`config.mk`:
```
export PLATFORM = sky130hd
export DESIGN_NAME = stm32_bus_sequencer
export DESIGN_NICKNAME = d
export VERILOG_FILES = /design/src/rtl/stm32_bus_pkg.sv /design/src/rtl/stm32_bus_sequencer.sv
export SDC_FILE = /design/constraint.sdc
export NUM_CORES = 1
export LEC_CHECK = 0
export CORE_ASPECT_RATIO = 1.2
export CORE_MARGIN = 2
export CORE_UTILIZATION = 30
export DETAILED_ROUTE_END_ITERATION = 6
export SETUP_SLACK_MARGIN = 0.5
export SLEW_MARGIN = 20
export SYNTH_ARGS = -nofsm -noshare
export SYNTH_HDL_FRONTEND = slang
export SYNTH_SLANG_ARGS = --single-unit
```
`constraint.sdc`:
```
create_clock -name clk_in -period 4.5 [get_ports clk_in]
set_input_delay 0.45 -clock clk_in [delete_from_list [all_inputs] [get_ports clk_in]]
set_output_delay 0.45 -clock clk_in [all_outputs]
set_load 0.05 [all_outputs]
```
`src/rtl/stm32_bus_pkg.sv`:
```
// ---------------------------------------------------------------------------
// stm32_bus_pkg
//   Shared definitions for the STM32 8-bit parallel bus sequencer:
//   opcode values, fixed command lengths, the sequencer state type and the
//   opcode -> (validity, bus direction, entry state, length) lookup.
// ---------------------------------------------------------------------------
package stm32_bus_pkg;

  // Opcodes carried on DATA_BUS[3:0] while DATA_SYNC is high
  localparam logic [3:0] OP_BUS_TEST     = 4'd0;
  localparam logic [3:0] OP_GET_PARAMS   = 4'd1;
  localparam logic [3:0] OP_SEND_PARAMS  = 4'd2;
  localparam logic [3:0] OP_TX_IQ        = 4'd3;
  localparam logic [3:0] OP_RX_IQ        = 4'd4;
  localparam logic [3:0] OP_SYNC_ASSERT  = 4'd5;
  localparam logic [3:0] OP_SYNC_RELEASE = 4'd6;
  localparam logic [3:0] OP_FLASH        = 4'd7;
  localparam logic [3:0] OP_GET_INFO     = 4'd8;

  // Byte counts of the fixed-length commands and of one RX IQ frame
  localparam int GET_PARAMS_LEN  = 19;
  localparam int SEND_PARAMS_LEN = 8;
  localparam int TX_IQ_LEN       = 8;
  localparam int IQ_FRAME_LEN    = 8;
  localparam int GET_INFO_LEN    = 3;

  typedef enum logic [3:0] {
    ST_IDLE,
    ST_HOST_WR,   // host writes a fixed number of bytes (ops 1, 3)
    ST_HOST_RD,   // host reads a fixed number of bytes (ops 2, 8)
    ST_IQ_RD,     // endless stream of RX IQ frames (op 4)
    ST_TEST_IN,   // bus test, host->FPGA half (op 0)
    ST_TEST_OUT,  // bus test, FPGA->host half
    ST_FL_CMD,    // flash bridge, host->FPGA half (op 7)
    ST_FL_ANS,    // flash bridge, FPGA->host half
    ST_HALT       // command finished, wait for the next DATA_SYNC
  } seq_state_t;

  typedef struct packed {
    logic       valid;       // opcode is defined
    logic       drives_bus;  // FPGA owns DATA_BUS from the sync cycle on
    seq_state_t entry;       // state entered after the sync cycle
  } op_info_t;

  function automatic op_info_t op_lookup(input logic [3:0] op);
    op_info_t info;
    info.valid      = 1'b1;
    info.drives_bus = 1'b0;
    info.entry      = ST_HALT;
    case (op)
      OP_BUS_TEST:     info.entry = ST_TEST_IN;
      OP_GET_PARAMS:   info.entry = ST_HOST_WR;
      OP_SEND_PARAMS:  begin info.entry = ST_HOST_RD; info.drives_bus = 1'b1; end
      OP_TX_IQ:        info.entry = ST_HOST_WR;
      OP_RX_IQ:        begin info.entry = ST_IQ_RD;   info.drives_bus = 1'b1; end
      OP_SYNC_ASSERT:  info.entry = ST_HALT;
      OP_SYNC_RELEASE: info.entry = ST_HALT;
      OP_FLASH:        info.entry = ST_FL_CMD;
      OP_GET_INFO:     begin info.entry = ST_HOST_RD; info.drives_bus = 1'b1; end
      default: begin
        info.valid = 1'b0;
        info.entry = ST_IDLE;
      end
    endcase
    return info;
  endfunction

  // Byte count of a fixed-length command; 0 for opcodes without one
  function automatic logic [7:0] op_len(input logic [3:0] op);
    logic [7:0] len;
    case (op)
      OP_GET_PARAMS:  len = 8'(GET_PARAMS_LEN);
      OP_SEND_PARAMS: len = 8'(SEND_PARAMS_LEN);
      OP_TX_IQ:       len = 8'(TX_IQ_LEN);
      OP_GET_INFO:    len = 8'(GET_INFO_LEN);
      default:        len = 8'd0;
    endcase
    return len;
  endfunction

endpackage

```
`src/rtl/stm32_bus_sequencer.sv`:
```
// ---------------------------------------------------------------------------
// stm32_bus_sequencer
//   Command/byte sequencer for the 8-bit STM32 parallel bus. The opcode is
//   taken from bus_in while DATA_SYNC is high; afterwards one byte is handled
//   per clk_in cycle and each byte is flagged to the consumers either as a
//   received byte (rx_stb/rx_byte) or as a request for a transmit byte
//   (tx_req, answered combinationally on tx_data).
//
//   All outputs are registered. A strobe cycle presents rx_stb/tx_req,
//   byte_idx and frame_done together; rx_byte is the bus value sampled on the
//   edge that produced rx_stb, and bus_out picks up tx_data on the edge that
//   ends a tx_req cycle.
//
// Ports
//   clk_in        bus clock, all logic on the rising edge
//   reset         synchronous, active-high
//   DATA_SYNC     bus_in carries an opcode this cycle
//   bus_in        DATA_BUS input value
//   rx2_en        RX IQ frames carry RX2 (double-length frames)
//   tx_data       consumer byte for (cmd_op, byte_idx) while tx_req is high
//   bus_out       registered DATA_BUS drive value
//   bus_oe        1 = FPGA drives DATA_BUS
//   cmd_op        opcode of the active command
//   cmd_start     pulse after a valid opcode
//   byte_idx      index of the current byte in the command / IQ frame
//   rx_stb        rx_byte holds the host byte at byte_idx
//   rx_byte       received host byte
//   tx_req        consumer must present tx_data for byte_idx
//   frame_done    pulse on the last byte of a fixed command or IQ frame
//   cmd_abort     pulse when a fixed-length command is cut short by DATA_SYNC
//   bad_op        pulse for an undefined opcode (> 8)
//   sync_reset_n  level, cleared by opcode 5, set by opcode 6
// ---------------------------------------------------------------------------
module stm32_bus_sequencer
  import stm32_bus_pkg::*;
#(
  parameter int IDX_W = 8
) (
  input  logic             clk_in,
  input  logic             reset,
  input  logic             DATA_SYNC,
  input  logic [7:0]       bus_in,
  input  logic             rx2_en,
  input  logic [7:0]       tx_data,
  output logic [7:0]       bus_out,
  output logic             bus_oe,
  output logic [3:0]       cmd_op,
  output logic             cmd_start,
  output logic [IDX_W-1:0] byte_idx,
  output logic             rx_stb,
  output logic [7:0]       rx_byte,
  output logic             tx_req,
  output logic             frame_done,
  output logic             cmd_abort,
  output logic             bad_op,
  output logic             sync_reset_n
);

  localparam logic [IDX_W-1:0] IDX_MAX = {IDX_W{1'b1}};
  localparam logic [IDX_W-1:0] IDX_ONE = IDX_W'(1);

  seq_state_t       state_reg,        state_next;
  logic [3:0]       cmd_op_reg,       cmd_op_next;
  logic [IDX_W-1:0] pos_reg,          pos_next;       // byte the FSM handles this cycle
  logic [IDX_W-1:0] byte_idx_reg,     byte_idx_next;
  logic [IDX_W-1:0] iq_len_reg,       iq_len_next;    // length of the IQ frame in flight
  logic [7:0]       bus_out_reg,      bus_out_next;
  logic             bus_oe_reg,       bus_oe_next;
  logic             rx_stb_reg,       rx_stb_next;
  logic [7:0]       rx_byte_reg,      rx_byte_next;
  logic             tx_req_reg,       tx_req_next;
  logic             frame_done_reg,   frame_done_next;
  logic             cmd_start_reg,    cmd_start_next;
  logic             cmd_abort_reg,    cmd_abort_next;
  logic             bad_op_reg,       bad_op_next;
  logic             sync_reset_n_reg, sync_reset_n_next;

  op_info_t         sync_info;
  logic [IDX_W-1:0] fixed_last;   // last index of the active fixed command
  logic [IDX_W-1:0] iq_len_cur;   // frame length, re-sampled at idx 0
  logic [IDX_W-1:0] pos_sat_inc;

  assign sync_info   = op_lookup(bus_in[3:0]);
  assign fixed_last  = IDX_W'(op_len(cmd_op_reg)) - IDX_ONE;
  assign iq_len_cur  = (pos_reg == '0)
                       ? (rx2_en ? IDX_W'(2 * IQ_FRAME_LEN) : IDX_W'(IQ_FRAME_LEN))
                       : iq_len_reg;
  // TEST and FLASH run open-ended; the index sticks at its maximum
  assign pos_sat_inc = (pos_reg == IDX_MAX) ? pos_reg : pos_reg + IDX_ONE;

  always_ff @(posedge clk_in) begin
    if (reset) begin
      state_reg        <= ST_IDLE;
      cmd_op_reg       <= 4'd0;
      pos_reg          <= '0;
      byte_idx_reg     <= '0;
      iq_len_reg       <= IDX_W'(IQ_FRAME_LEN);
      bus_out_reg      <= 8'd0;
      bus_oe_reg       <= 1'b0;
      rx_stb_reg       <= 1'b0;
      rx_byte_reg      <= 8'd0;
      tx_req_reg       <= 1'b0;
      frame_done_reg   <= 1'b0;
      cmd_start_reg    <= 1'b0;
      cmd_abort_reg    <= 1'b0;
      bad_op_reg       <= 1'b0;
      sync_reset_n_reg <= 1'b1;
    end else begin
      state_reg        <= state_next;
      cmd_op_reg       <= cmd_op_next;
      pos_reg          <= pos_next;
      byte_idx_reg     <= byte_idx_next;
      iq_len_reg       <= iq_len_next;
      bus_out_reg      <= bus_out_next;
      bus_oe_reg       <= bus_oe_next;
      rx_stb_reg       <= rx_stb_next;
      rx_byte_reg      <= rx_byte_next;
      tx_req_reg       <= tx_req_next;
      frame_done_reg   <= frame_done_next;
      cmd_start_reg    <= cmd_start_next;
      cmd_abort_reg    <= cmd_abort_next;
      bad_op_reg       <= bad_op_next;
      sync_reset_n_reg <= sync_reset_n_next;
    end
  end

  always_comb begin
    state_next        = state_reg;
    cmd_op_next       = cmd_op_reg;
    pos_next          = pos_reg;
    byte_idx_next     = byte_idx_reg;
    iq_len_next       = iq_len_reg;
    // The consumer answered the previous tx_req during this cycle; the
    // byte is captured regardless of what happens to the command now.
    bus_out_next      = tx_req_reg ? tx_data : bus_out_reg;
    bus_oe_next       = 1'b0;
    rx_stb_next       = 1'b0;
    rx_byte_next      = rx_byte_reg;
    tx_req_next       = 1'b0;
    frame_done_next   = 1'b0;
    cmd_start_next    = 1'b0;
    cmd_abort_next    = 1'b0;
    bad_op_next       = 1'b0;
    sync_reset_n_next = sync_reset_n_reg;

    if (DATA_SYNC) begin
      cmd_op_next    = bus_in[3:0];
      pos_next       = '0;
      byte_idx_next  = '0;
      // Only fixed-length commands can be unfinished; they leave
      // HOST_WR/HOST_RD on their last byte.
      cmd_abort_next = (state_reg == ST_HOST_WR) || (state_reg == ST_HOST_RD);
      if (sync_info.valid) begin
        cmd_start_next = 1'b1;
        state_next     = sync_info.entry;
        bus_oe_next    = sync_info.drives_bus;
      end else begin
        bad_op_next    = 1'b1;
        state_next     = ST_IDLE;
      end
      if (bus_in[3:0] == OP_SYNC_ASSERT) begin
        sync_reset_n_next = 1'b0;
      end else if (bus_in[3:0] == OP_SYNC_RELEASE) begin
        sync_reset_n_next = 1'b1;
      end
    end else begin
      case (state_reg)
        ST_HOST_WR: begin
          rx_stb_next   = 1'b1;
          rx_byte_next  = bus_in;
          byte_idx_next = pos_reg;
          pos_next      = pos_reg + IDX_ONE;
          if (pos_reg == fixed_last) begin
            frame_done_next = 1'b1;
            state_next      = ST_HALT;
          end
        end
        ST_HOST_RD: begin
          tx_req_next   = 1'b1;
          bus_oe_next   = 1'b1;
          byte_idx_next = pos_reg;
          pos_next      = pos_reg + IDX_ONE;
          if (pos_reg == fixed_last) begin
            frame_done_next = 1'b1;
            state_next      = ST_HALT;
          end
        end
        ST_IQ_RD: begin
          tx_req_next   = 1'b1;
          bus_oe_next   = 1'b1;
          byte_idx_next = pos_reg;
          iq_len_next   = iq_len_cur;
          if (pos_reg == iq_len_cur - IDX_ONE) begin
            frame_done_next = 1'b1;
            pos_next        = '0;
          end else begin
            pos_next        = pos_reg + IDX_ONE;
          end
        end
        ST_TEST_IN, ST_FL_CMD: begin
          rx_stb_next   = 1'b1;
          rx_byte_next  = bus_in;
          byte_idx_next = pos_reg;
          state_next    = (state_reg == ST_TEST_IN) ? ST_TEST_OUT : ST_FL_ANS;
        end
        ST_TEST_OUT, ST_FL_ANS: begin
          // Both halves of a pair share one index; advance after the answer
          tx_req_next   = 1'b1;
          bus_oe_next   = 1'b1;
          byte_idx_next = pos_reg;
          pos_next      = pos_sat_inc;
          state_next    = (state_reg == ST_TEST_OUT) ? ST_TEST_IN : ST_FL_CMD;
        end
        default: begin
          // IDLE / HALT: bus released, no strobes, index held
        end
      endcase
    end
  end

  assign bus_out      = bus_out_reg;
  assign bus_oe       = bus_oe_reg;
  assign cmd_op       = cmd_op_reg;
  assign cmd_start    = cmd_start_reg;
  assign byte_idx     = byte_idx_reg;
  assign rx_stb       = rx_stb_reg;
  assign rx_byte      = rx_byte_reg;
  assign tx_req       = tx_req_reg;
  assign frame_done   = frame_done_reg;
  assign cmd_abort    = cmd_abort_reg;
  assign bad_op       = bad_op_reg;
  assign sync_reset_n = sync_reset_n_reg;

endmodule
```
==> impl_metrics.yaml, run 1 <==
# synthesis and place-and-route metrics
die:
  dieWidth_um: 92.5
  taps: 120
  io_pins: 56
  fp_util_pct: 31.1
  core_um2: 9080
  chipHeight_um: 110
clocking:
  hold_buffers: 0
  clk_latency_ps: 300
  clock_path_buffers: 2
  cts_resized: 0
  cts_tree: "done"
  cts_max_level: 2
  clock-root-buffer: "clkbuf_8"
  cts_setup_buffers: 0
drt:
  dr.pass1.iters: 4
  drt_iter0_markers: 136
  num_vias: 2297
  routed_via_density: 4.88
layout:
  syn_to_final_growth_pct: 25.9
  area_dominant_class: "combinational gates"
  buffer_area_share_pct: 15.7
  sh_comb_area_pct: 44.3
  final_area_um2: 3550
  nFlopsAndLatches: 56
  inv_count: 5
  seq_share_pct: 31.6
  logic_area_um2: 1570
  nClkBuffers: 5
  drive_above_1_share_pct: 5.70
  clkCellAreaFrac_pct: 3.63
  fin_cells: 471
  n_all_buffers: 56
  regArea_um2: 1120
synth:
  ys_cells: 312
  edf_count: 0
  synth_area_um2: 2820
  ys_chip_area_um2: 2820
  synth_cell_types: 58
  synth-simple-area-share_pct: 25.4
  synthArstFlopShare_pct: 0
  synth_flops: 56
  adder_share_pct: 1.77
global_routing:
  grt_antenna_before_repair: 0
  grt_pass1_wl_um: 10200
  grt_pass1_vias: 2101
  grt_max_degree: 34
setup_path:
  required_ps: 4750
  arrival_ps: 3310
  startpoint_type: "register"
  crit_type: "reg -> reg"
  r2r_cells: 12
  crit_path_end_kind: "register"
  r2r_start: "pos_reg[0]"
  rr_endpoint: "frame_done"
  critical_path.startpoint: "pos_reg[0]"
final_timing:
  setup_viol_count_final: 0
  relSlewSlack_pct: 42.4
  fin_setup_tns_ps: 0
  tightest_slew_ps: 861
  worst_slack_ps: 1430
  period_minus_slack_ps: 3070
  whs_ps: 500
  rsz0062_at_grt: "no"
power:
  power_leader: "sequential cells"
  power.switching_w: 0.000254
  power_frac_clock_pct: 36.3
  peakVddDrop_mv: 0.119
  seq-power_w: 0.000520
  comb_power_w: 0.000144
  power.density_nw_per_um2: 294
  p_int_w: 0.000789
  power.leakage_nw: 1.30
  swShare_pct: 24.3
min_path:
  whs_endpoint: "bus_out[7]"
  hp-class: "reg -> reg"
  hold_path_depth: 2
flow_run:
  warning_count: 27
place:
  dp.cells: 464
  place_area_um2: 3420
  dpl.hpwl_um: 4470
  port_buffers: 55
run_status:
  outcome: "complete, no violations"
run 1: routing by layer:
metal	wire [um]	track usage, %
met1	3050	15.8
met5	0	0
met4	78	4.16
met2	2880	20.9
met3	323	2.99
run 1: Yosys cell counts (all sizes together) (2+ instances only):
library cell	count	area (um2)
dfxtp	56	1120
nor2	43	161
mux2i	33	330
nor3	23	131
clkbuf	17	63.8
a21oi	12	60.1
xor2	11	96.3
nand2	10	40.0
xnor2	10	87.6
buf	7	43.8
nand2b	7	43.8
nand4	6	37.5
or3	6	37.5
and2	5	32.5
inv	5	18.8
o21ai	5	25.0
a211o	4	35.0
and3	4	26.3
ha	4	50.1
nand3	3	15.0
nor2b	3	18.8
nor4	3	33.8
nor4b	3	41.3
o21a	3	22.5
or2	3	18.8
a22oi	2	15.0
a41oi	2	25.0
nor3b	2	15.0
o21bai	2	15.0
or4	2	15.0
run 1: critical path, cell delays in order, from the launching register on:
cell,delay (ps)
dfxtp_1,620
inv_1,100
ha_1,210
nor4b_4,130
nand2_2,180
nand2_1,80
ha_1,280
nand2b_1,130
o41ai_1,70
a221o_1,310
a311o_1,320
or4_1,480
o21ai_1,80
run 1: layout by cell type, fill, tap and decap left out, types with 2 or more instances in the layout:
cell type and count:
nand2b_1 7, o21a_1 3, mux2i_1 33, nor2_1 43, or2_2 2, clkbuf_8 5
or4_1 2, nand4_1 6, clkdlybuf4s50_1 55, nor4b_1 2, xor2_1 11, xnor2_1 10
dfxtp_1 56, a21oi_1 12, o21bai_1 2, a211o_1 4, and3_1 3, nor2b_1 3
bufinv_16 2, nor4_1 2, inv_1 5, nand3_1 3, ha_1 4, nor3b_1 2
nor3_1 21, o21ai_0 4, a22oi_1 2, or3_1 6, and2_1 4, nand2_1 9
Run 1, gate families picked out:
The bar under the picture is 20 um long.
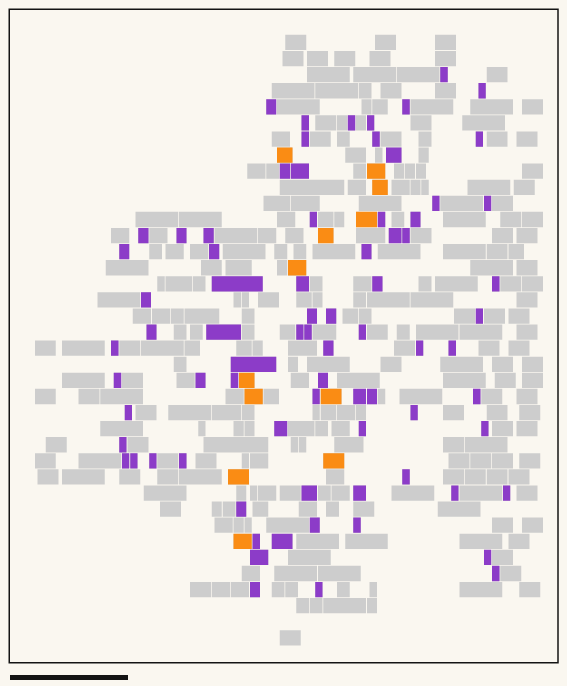
legend:
  NOR gates:
    colour: purple
    cells: 77
  AND-OR and OR-AND gates:
    colour: orange
    cells: 12

Run 1, track usage over the die:
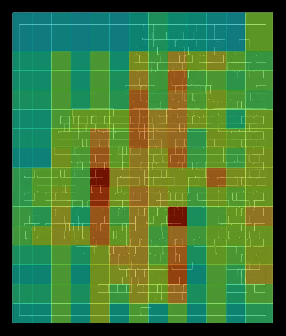
met2 Track Usage GR: 20.9%
GRT Util Overall: 12.4%
WL/cell: 13.4 um
final core utilization: 39.1%

Run 1, clock wires, drivers and flops:
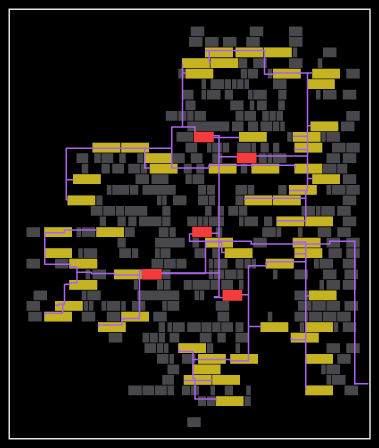
legend:
  clock drivers:
    colour: red
    count: 5
  flip-flops:
    colour: yellow
    count: 56
  clock wires:
    colour: purple
    length: 696 um
flops lie: all over the die
routed clock nets: 6

==> run 1 -> run 2 <==
==> constraint.sdc (replaced) <==
create_clock -name clk_in -period 2.7 [get_ports clk_in]
set_input_delay 0.27 -clock clk_in [delete_from_list [all_inputs] [get_ports clk_in]]
set_output_delay 0.27 -clock clk_in [all_outputs]
set_load 0.05 [all_outputs]
Run 2, routed metal, one colour a layer:
The bar under the picture is 20 um long.
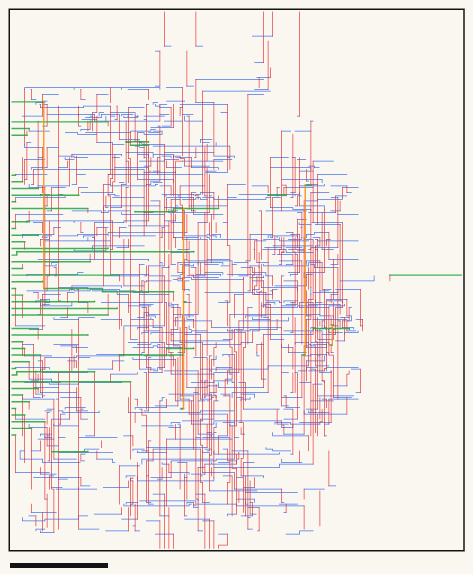
legend:
  metal 4:
    colour: orange
    wire_length: 118 um
  metal 1:
    colour: blue
    wire_length: 3000 um
  metal 3:
    colour: green
    wire_length: 456 um
  metal 2:
    colour: red
    wire_length: 3370 um

==> run 2 against run 1 <==
- setup slack worse by 1200 ps
- cell count up 3.8%
- total power up 65%
- critical endpoint unchanged
- largest power group unchanged
==> impl_metrics.yaml, run 2 <==
# synthesis and place-and-route metrics
die:
  dieWidth_um: 92.5
  io_pins: 56
  chipHeight_um: 110
  fp_util_pct: 31.1
  core_um2: 9080
flow_run:
  warning_count: 30
  cap_violations: 0
synth:
  synth_area_um2: 2820
  yosys.area.top_type_share_pct: 39.8
  ys_chip_area_um2: 2820
  yosysMostFrequentCell: "dfxtp_1"
  synth_cell_types: 58
  top_area_cell: "dfxtp_1"
  ys_cells: 312
  topCellsByArea: "dfxtp_1 40%, mux2i_1 12%, nor2_1 5.7%, nor3_1 3.7%, xor2_1 3.4%"
  synthArstFlopShare_pct: 0
  synth_seq_share_pct: 39.8
  syn-num-nets: 336
  synthCells: 312
  edf_count: 0
  common_cells: "56 x dfxtp_1, 43 x nor2_1, 33 x mux2i_1"
  synth_flops: 56
global_routing:
  grt_overflow: 0
  grt_max_degree: 33
  grt.total_usage_pct: 14.3
  grt_pass1_vias: 2387
  grt_pass1_wl_um: 11800
  grt_antenna_before_repair: 0
setup_path:
  crit_path_end_kind: "register"
  arrival_ps: 2740
  startpoint_type: "register"
  worstPathCellList: "inv_4 > ha_4 > nor4b_4 > nand2_2 > nand2_2 > ha_4 > xnor2_2 > nor3_2 > o211ai_1 > a311o_1 > or4_1 > o21ai_1"
  slowest_delay_ps: 400
  cp_slowest_cell: "or4_1"
  critPathTopFamily: "simple AND/OR/NAND/NOR gates"
  critical_path.max_fanout: 3
  crit_type: "reg -> reg"
  cp_num_buf_inv: 1
  required_ps: 2940
final_timing:
  whs_ps: 473
  setup_viol_count_final: 0
  tightest_slew_ps: 543
  max_freq_mhz: 401
  drv_slew: 0
  rsz0062_at_grt: "yes"
  worst_slack_ps: 206
  period_minus_slack_ps: 2490
  finClkSkew_ps: 12.2
  relSlewSlack_pct: 63.7
  finalCritPeriodShare_pct: 92.4
  fin_setup_tns_ps: 0
drt:
  drt_iter0_markers: 65
  routed_via_density: 4.94
  totalWireLength_um: 6950
  route.detailed.drc: 0
  wire_per_inst_um: 14.2
  num_vias: 2417
  dr.pass1.iters: 4
layout:
  fin_cells: 489
  final_area_um2: 3830
  final_util_pct: 42.2
  layout_top_cell: "clkdlybuf4s50_1"
  drive_above_1_share_pct: 17.6
  final_cell_mix: "54 x clkdlybuf4s50_1, 50 x dfxtp_1, 43 x nor2_1"
  syn_to_final_growth_pct: 35.8
min_path:
  hp-class: "reg -> reg"
power:
  swShare_pct: 26.2
  power_frac_seq_pct: 50.4
  p_int_w: 0.00127
  power.leakage_nw: 1.43
  power_leader: "sequential cells"
  power.switching_w: 0.000449
  power.density_nw_per_um2: 448
  comb_power_w: 0.000267
  peakVddDrop_mv: 0.248
  seq-power_w: 0.000866
  power_frac_clock_pct: 34.0
run_status:
  outcome: "complete, no violations"
clocking:
  numCtsBuffers: 5
  path_clk_slew_ps: 90
  cts_max_level: 2
  numClockSinks: 56
  clock-root-buffer: "clkbuf_8"
  cts_tree: "done"
  clk_latency_ps: 320
  clock_path_buffers: 2
place:
  dpl.hpwl_um: 4960
  place_area_um2: 3560
  dp.cells: 477
  place_congestion: 0.815
  port_buffers: 55
  post-place-ws_ps: 181
Run 2, placement density heat map:
9 x 11 tiles, from dark blue (low) to red (high), 0 to 100% covered.
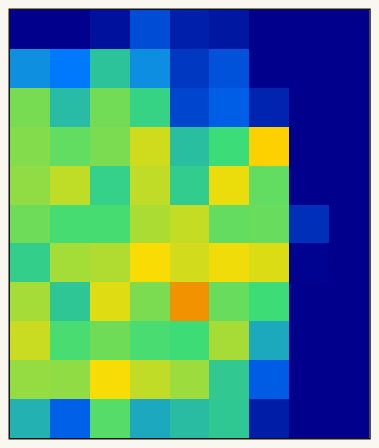
fullest tile: 83%
densest ninth of the die: middle
emptiest ninth of the die: top right
tiles over 75% full: 2.0%
mean over tiles: 36%

run 2: cell types whose count changed in the layout (fill, tap and decap cells not counted), moves of 3 or more:
cell and delta:
dfxtp_2 +5, buf_4 +16, ha_1 -3, ha_4 +3, nor3_2 +6, dfxtp_1 -6, nor3_1 -8
run 2: cell families (layout without fill, tap and decap cells):
family / after synthesis / in the layout / synth area share, %
AND/OR/NAND/NOR: 128 / 128 / 25.4
flip-flops: 56 / 56 / 39.8
AND-OR/OR-AND: 41 / 41 / 10.4
multiplexers: 33 / 33 / 11.7
buffers and inverters: 29 / 86 / 4.48
XOR/XNOR: 21 / 21 / 6.52
adder cells (fa/ha/maj): 4 / 4 / 1.77
run 2: final timing paths:
kind	startpoint	end	slack [ps]	depth (start not counted)
max	pos_reg[0]	frame_done	210	12
min reg2reg	iq_len_reg[7]	iq_len_reg[7]	470	2
min	iq_len_reg[7]	iq_len_reg[7]	470	2
max reg2reg	pos_reg[0]	frame_done	210	12
run 2: per-layer routing:
layer	vias up	wire length [um]	global-route usage (%)
li1	1201	-	-
met1	1142	3000	17.0
met2	64	3370	24.7
met3	10	455	4.21
met4	0	117	4.80
met5	-	0	0
run 2: cell type report:
type / count / area (um2) / area share, %
Multi-Input combinational cell: 227 / 1710 / 44.7
Sequential cell: 56 / 1130 / 29.5
Timing Repair Buffer: 73 / 692 / 18.1
Tap cell: 120 / 150 / 3.92
Clock buffer: 6 / 82.6 / 2.16
Clock inverter: 2 / 38.8 / 1.01
Inverter: 5 / 23.8 / 0.621
run 2: timing repair:
item / CTS / global route
hold buffers: 0 / 0
pin swaps: 0 / 17
setup buffers: 1 / 3
cloned: 0 / 0
gates resized: 10 / 13
setup endpoints to repair: 10 / 13
==> run 2 -> run 3 <==
--- a/config.mk
+++ b/config.mk
@@ -5,10 +5,14 @@
 export SDC_FILE = /design/constraint.sdc
 export NUM_CORES = 1
 export LEC_CHECK = 0
+export CELL_PAD_IN_SITES_DETAIL_PLACEMENT = 0
+export CELL_PAD_IN_SITES_GLOBAL_PLACEMENT = 2
 export CORE_ASPECT_RATIO = 1.2
 export CORE_MARGIN = 2
-export CORE_UTILIZATION = 30
+export CORE_UTILIZATION = 28
+export CTS_BUF_LIST = sky130_fd_sc_hd__clkbuf_16
 export DETAILED_ROUTE_END_ITERATION = 6
+export PLACE_DENSITY_LB_ADDON = 0.1
 export SETUP_SLACK_MARGIN = 0.5
 export SLEW_MARGIN = 20
 export SYNTH_ARGS = -nofsm -noshare
==> constraint.sdc (replaced) <==
create_clock -name clk_in -period 2.25 [get_ports clk_in]
set_input_delay 0.225 -clock clk_in [delete_from_list [all_inputs] [get_ports clk_in]]
set_output_delay 0.225 -clock clk_in [all_outputs]
set_load 0.05 [all_outputs]
Run 3, gate families picked out:
The bar under the picture is 20 um long.
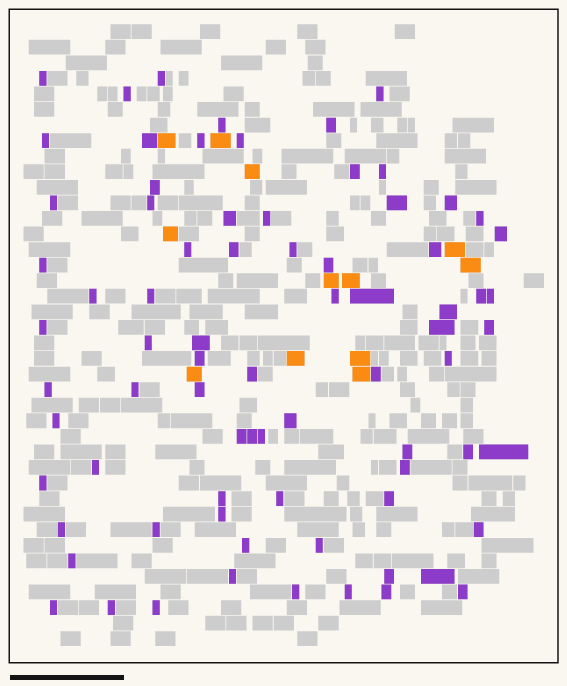
legend:
  NOR gates:
    colour: purple
    cells: 77
    where: all over the die
  AND-OR and OR-AND gates:
    colour: orange
    cells: 12
Comb/total area: 41.9%
Non-Filler Instances: 511
most instantiated logic cell after routing: clkdlybuf4s50_1

==> run 3 against run 2 <==
- the run now ends with setup timing left
- critical endpoint unchanged
- wire length up 13%
- setup slack got worse by 390 ps
- largest cell class unchanged
- combinational power rose by 29%
- clock-buffer cell count shrank 1
- sequential share of layout area fell by 0.83 points
- clock skew decreased by 5.7 ps
- clock power rose by 54%
==> impl_metrics.yaml, run 3 <==
# synthesis and place-and-route metrics
final_timing:
  whs_ps: 480
  finalCritPeriodShare_pct: 108
  finClkSkew_ps: 6.47
  worst_slack_ps: -185
  relSlewSlack_pct: 64.2
  tightest_slew_ps: 536
  period_minus_slack_ps: 2440
  max_freq_mhz: 411
  setup_viol_count_final: 9
  finalHoldViolCount: 0
  rsz0062_at_grt: "yes"
  drv_slew: 0
global_routing:
  grt_antenna_before_repair: 0
  gr-usage-met2_pct: 25.2
  grt_overflow: 0
  met3_usage_pct: 4.03
  grt_use_met1_pct: 19.5
  grt_max_degree: 33
  grt_pass1_vias: 2390
  grt.busiest_layer: "met2"
  grt_pass1_wl_um: 12700
  grt.total_usage_pct: 15.3
flow_run:
  warning_count: 30
  cap_violations: 0
synth:
  synth.avg_cell_area_um2: 9.04
  yosysMostFrequentCell: "dfxtp_1"
  top_area_cell: "dfxtp_1"
  edf_count: 0
  synth_flops: 56
  yosys.area.top_type_share_pct: 39.8
  synthArstFlopShare_pct: 0
  ys_cells: 312
  synth_seq_share_pct: 39.8
  topCellsByArea: "dfxtp_1 40%, mux2i_1 12%, nor2_1 5.7%, nor3_1 3.7%, xor2_1 3.4%"
  common_cells: "56 x dfxtp_1, 43 x nor2_1, 33 x mux2i_1"
  synth_cell_types: 58
  yosys_warnings: 0
  flop_cell: "dfxtp_1"
  syn-num-nets: 336
  synthCells: 312
  synth_area_um2: 2820
  ys_chip_area_um2: 2820
setup_path:
  rrSetupSlack_ps: -190
  crit_path_end_kind: "register"
  r2r_start: "pos_reg[1]"
  rr_endpoint: "frame_done"
  critical_path.startpoint: "pos_reg[1]"
  crit_type: "reg -> reg"
  arrival_ps: 2670
  crit_end: "frame_done"
  required_ps: 2480
  critical_path.max_fanout: 6
  startpoint_type: "register"
  r2r_cells: 12
die:
  dieArea_um2: 10900
  dieWidth_um: 95.6
  io_pins: 56
  chipHeight_um: 114
  num_rows: 40
clocking:
  cts_tree: "done"
  hold_buffers: 0
  path_clk_slew_ps: 70
  clock-root-buffer: "clkbuf_16"
  clock_path_buffers: 2
  numClockSinks: 56
  cts_setup_buffers: 6
  cts_max_level: 2
  cts_resized: 9
  clk_latency_ps: 300
  numCtsBuffers: 5
place:
  place_congestion: 0.796
  dpl.hpwl_um: 5600
  post-place-ws_ps: -234
  port_buffers: 55
run_status:
  outcome: "finished with violations"
  violations: "setup timing"
drt:
  antenna_left: 0
  topRoutingLayerUsed: "met4"
  route.met2.wl_um: 3920
  met3WireLength_um: 334
  routed_via_density: 4.75
  dr.pass1.iters: 4
  num_vias: 2428
  totalWireLength_um: 7820
  drt_iter0_markers: 52
  wire_per_inst_um: 15.3
  route.detailed.drc: 0
  m1WireLength_um: 3470
power:
  power.total_w: 0.00228
  power.leakage_nw: 1.55
  peakVddDrop_mv: 0.258
  power.density_nw_per_um2: 576
min_path:
  hp-class: "reg -> reg"
layout:
  final_cell_mix: "51 x clkdlybuf4s50_1, 50 x dfxtp_1, 43 x nor2_1"
  syn_to_final_growth_pct: 40.3
  drive_above_1_share_pct: 19.2
  insertedDiodeCount: 0
  finalNetCount: 408
Run 3, placement density heat map:
10 x 11 tiles, from dark blue (low) to red (high), 0 to 100% covered.
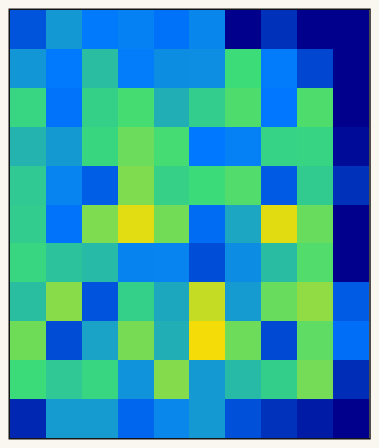
mean over tiles: 35%
nearly empty tiles: 7.3%
fullest tile: 73%
core area: 9910 um2
FP Util: 28.5%
final core utilization: 39.9%

## run 3: cell counts after synthesis
Identical to the previous run, type by type.
## run 3: worst min path at each step
stage	slack [ps]	start	to	cells past startpoint
after CTS	490	iq_len_reg[7]	iq_len_reg[7]	2
after detailed placement	480	iq_len_reg[7]	iq_len_reg[7]	2
after global placement	470	iq_len_reg[7]	iq_len_reg[7]	2
after floorplan	370	bus_in[4]	rx_byte[4]	2
after global routing	510	iq_len_reg[7]	iq_len_reg[7]	2
final	480	iq_len_reg[7]	iq_len_reg[7]	2
## run 3: kinds of logic after synthesis
logic type,after synthesis,share of synthesized area (%)
buffers and inverters,29,4.48
AND-OR/OR-AND,41,10.4
AND/OR/NAND/NOR,128,25.4
XOR/XNOR,21,6.52
flip-flops,56,39.8
multiplexers,33,11.7
adder cells (fa/ha/maj),4,1.77
## run 3: area by class of cell
cell class | instances | area, um2
tap | 126 | 158
fill | 1037 | 5950
sequential | 56 | 1140
clock buffer | 5 | 125
multi-input combinational | 227 | 1660
timing repair buffer | 89 | 812
inverter | 5 | 23.8
clock inverter | 3 | 42.5
## run 3: worst max-delay path: stages, from the launching register on
cell       delay, ps
dfxtp_2          340
inv_4             50
ha_4             110
nor4b_4          220
nand2_2          110
nand2_2           90
ha_4             170
nor3b_2          190
xor2_1            80
a22oi_1          210
o2111ai_2        170
or4_1            520
o21ai_1           80
## run 3: report_power, final
group	switching [W]	leakage, nW	internal, W
sequential	0.0000208	0.457	0.00101
clock	0.000376	0.0798	0.000524
combinational	0.000187	1.01	0.000159
total	0.000584	1.55	0.00169
## run 3: per-stage QoR
step	cells	area, um2	TNS [ps]
floorplan	312	2900	-2090
global placement	497	3690	-1430
detailed placement	497	3690	-2050
CTS	511	3940	-1490
global route	511	3960	-3010
finish	511	3960	-1230
No activity file was given, so power comes from the tool's default toggle rates.
